==> config.mk <==
export PLATFORM = sky130hd
export DESIGN_NAME = phy_rx_link_ctrl
export DESIGN_NICKNAME = d
export VERILOG_FILES = /design/src/rtl/phy_rx_link_ctrl_pkg.sv /design/src/rtl/phy_rx_link_ctrl_sat_counter.sv /design/src/rtl/phy_rx_link_ctrl.sv
export SDC_FILE = /design/constraint.sdc
export NUM_CORES = 1
export LEC_CHECK = 0
export CELL_PAD_IN_SITES_DETAIL_PLACEMENT = 1
export CELL_PAD_IN_SITES_GLOBAL_PLACEMENT = 1
export CORE_UTILIZATION = 36
export CTS_BUF_LIST = sky130_fd_sc_hd__clkbuf_4 sky130_fd_sc_hd__clkbuf_8 sky130_fd_sc_hd__clkbuf_16
export DETAILED_ROUTE_END_ITERATION = 12
export MAX_ROUTING_LAYER = met4
export PLACE_DENSITY_LB_ADDON = 0.08
export SETUP_SLACK_MARGIN = 0.4
export SLEW_MARGIN = 10
export SYNTH_ARGS = -nofsm -noshare
export SYNTH_HDL_FRONTEND = slang
export SYNTH_SLANG_ARGS = --single-unit
export TNS_END_PERCENT = 30
==> constraint.sdc <==
create_clock -name clk_4f -period 2.05 [get_ports clk_4f]
set_input_delay 0.205 -clock clk_4f [delete_from_list [all_inputs] [get_ports clk_4f]]
set_output_delay 0.205 -clock clk_4f [all_outputs]
set_load 0.02 [all_outputs]
ff_map.png
Other sequential cells in the stronger gray, the rest of the logic in the fainter gray.
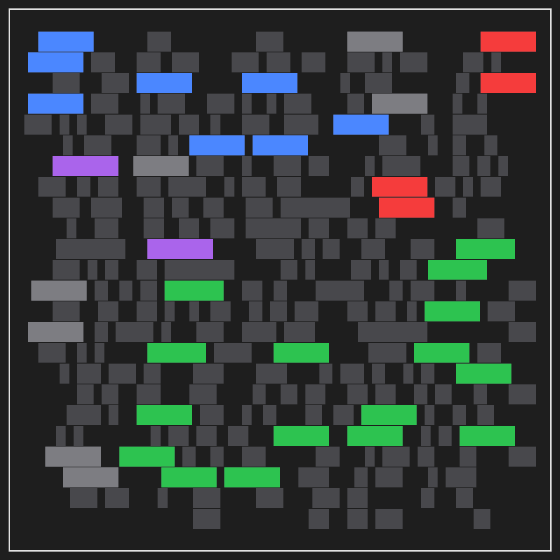
legend:
  green:
    netlist_name: payload_count
    placed_flops: 16
  red:
    netlist_name: u_com_cnt.o_count
    placed_flops: 4
    where: upper right
  purple:
    netlist_name: state
    placed_flops: 2
  blue:
    netlist_name: data_out
    placed_flops: 8
sequential share of cell area: 0.308
Storage cell area: 753 sq um
Finished Core Util: 0.550
seq pwr: 0.722 mW

gates.png
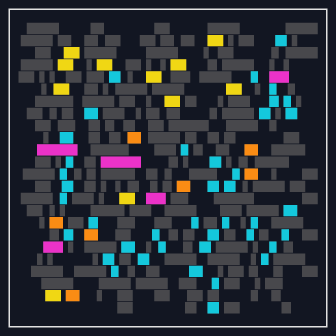
legend:
  cyan:
    family: aoi and oai cells
    cells: 40
  yellow:
    family: mux cells
    cells: 11
  orange:
    family: xor and xnor cells
    cells: 7
  magenta:
    family: fa/ha/maj cells
    cells: 5
logic share of the area: 0.390
Post-Layout Cell Count: 298

clock_nets.png
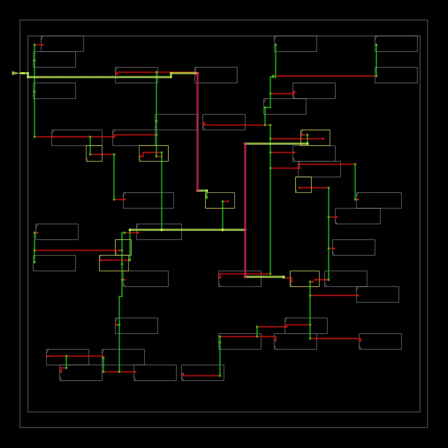
clock buffers: 8
Worst-Skew Late Latency: 290 ps

class_map.png
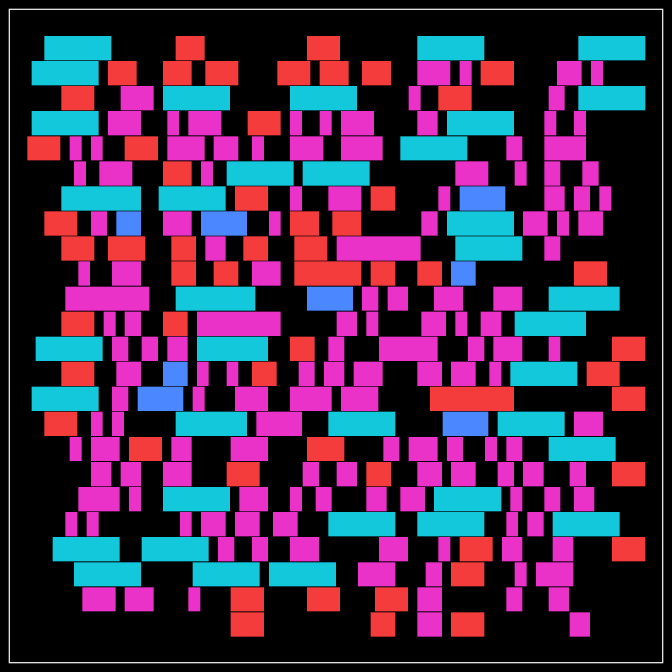
legend:
  red:
    class: remaining buffers and delay cells
    cells: 55
    share_of_their_area: 23%
  blue:
    class: clock drivers and dummy loads
    cells: 8
    share_of_their_area: 3.8%
  cyan:
    class: sequential cells
    cells: 37
    share_of_their_area: 32%
  magenta:
    class: remaining logic cells
    cells: 146
    share_of_their_area: 42%
final instance area: 0.00244 sq mm
Row Count: 24
Core Box Area: 0.00444 sq mm

==> out/results.ini <==
[status]
status = complete, no violations

[synth]
yosys_area_sq_mm = 0.00170
syn-mean-instance-area_sq_um = 8.82
topCellsByArea = dfxtp_1 43%, mux2i_1 6.5%, nor2_1 5.5%, a21oi_1 4.1%, ha_1 3.7%
top_logic_kind = simple AND/OR/NAND/NOR gates
edf_count = 0
common_cells = 37 x dfxtp_1, 25 x nor2_1, 14 x a21oi_1, 11 x inv_1, 11 x mux2i_1
xor_share = 0.0360
synth-main-ff-cell = dfxtp_1
ys_seq_frac = 0.435
ys_warn_count = 0

[power]
powerDensity_mw_per_mm2 = 552
pg_clk_mw = 0.536
p_int_mw = 1.05
seqPwrFrac = 0.536
pwr-share-comb = 0.067
swShare = 0.222

[cells_and_area]
logic_gates = 135
area_share_nonclk_buffers = 0.220
logic_area_sq_um = 952
largest_reg_flops = 16
num-nonclk-inverters = 11
n_antenna_cell = 0

[route]
wl_mm = 5.01
drc = 0
dr_wl_met2_mm = 2.60
top_layer = met4
wire_per_inst_um = 16.8
dr_wl_met3_um = 180

[placed_design]
hpwl_mm = 3.41
place_ws_ps = -61.7
place_area_sq_mm = 0.00221

[hold_path]
holdPathStages = 3

[clock_network]
cts_setup_buffers = 3
postCtsHoldBufs = 0
clkSlewWorstSetupHoldPaths_ps = 80
tritoncts = done

[timing]
slew_headroom = 0.646
fin_tns_setup_ps = 0
holdWs_ps = 297
worstMarginPinSlew_ps = 525
period_needed_ps = 1680
final_hold_viol_count = 0

[worst_setup_path]
cp_cell_sequence = buf_6, ha_4, nor4bb_4, nand4_1, buf_4, o211ai_1, and3_1
crit_buf_inv = 2
crit_cells = 7

[grt]
grt_util_all_layers = 0.202
busiest_layer = met2
grt_use_met3 = 0.0584
grt_pass1_wl_mm = 7.76

[floorplanning]
num_tap_cells = 52

Power is estimated from default activity; no workload was simulated.
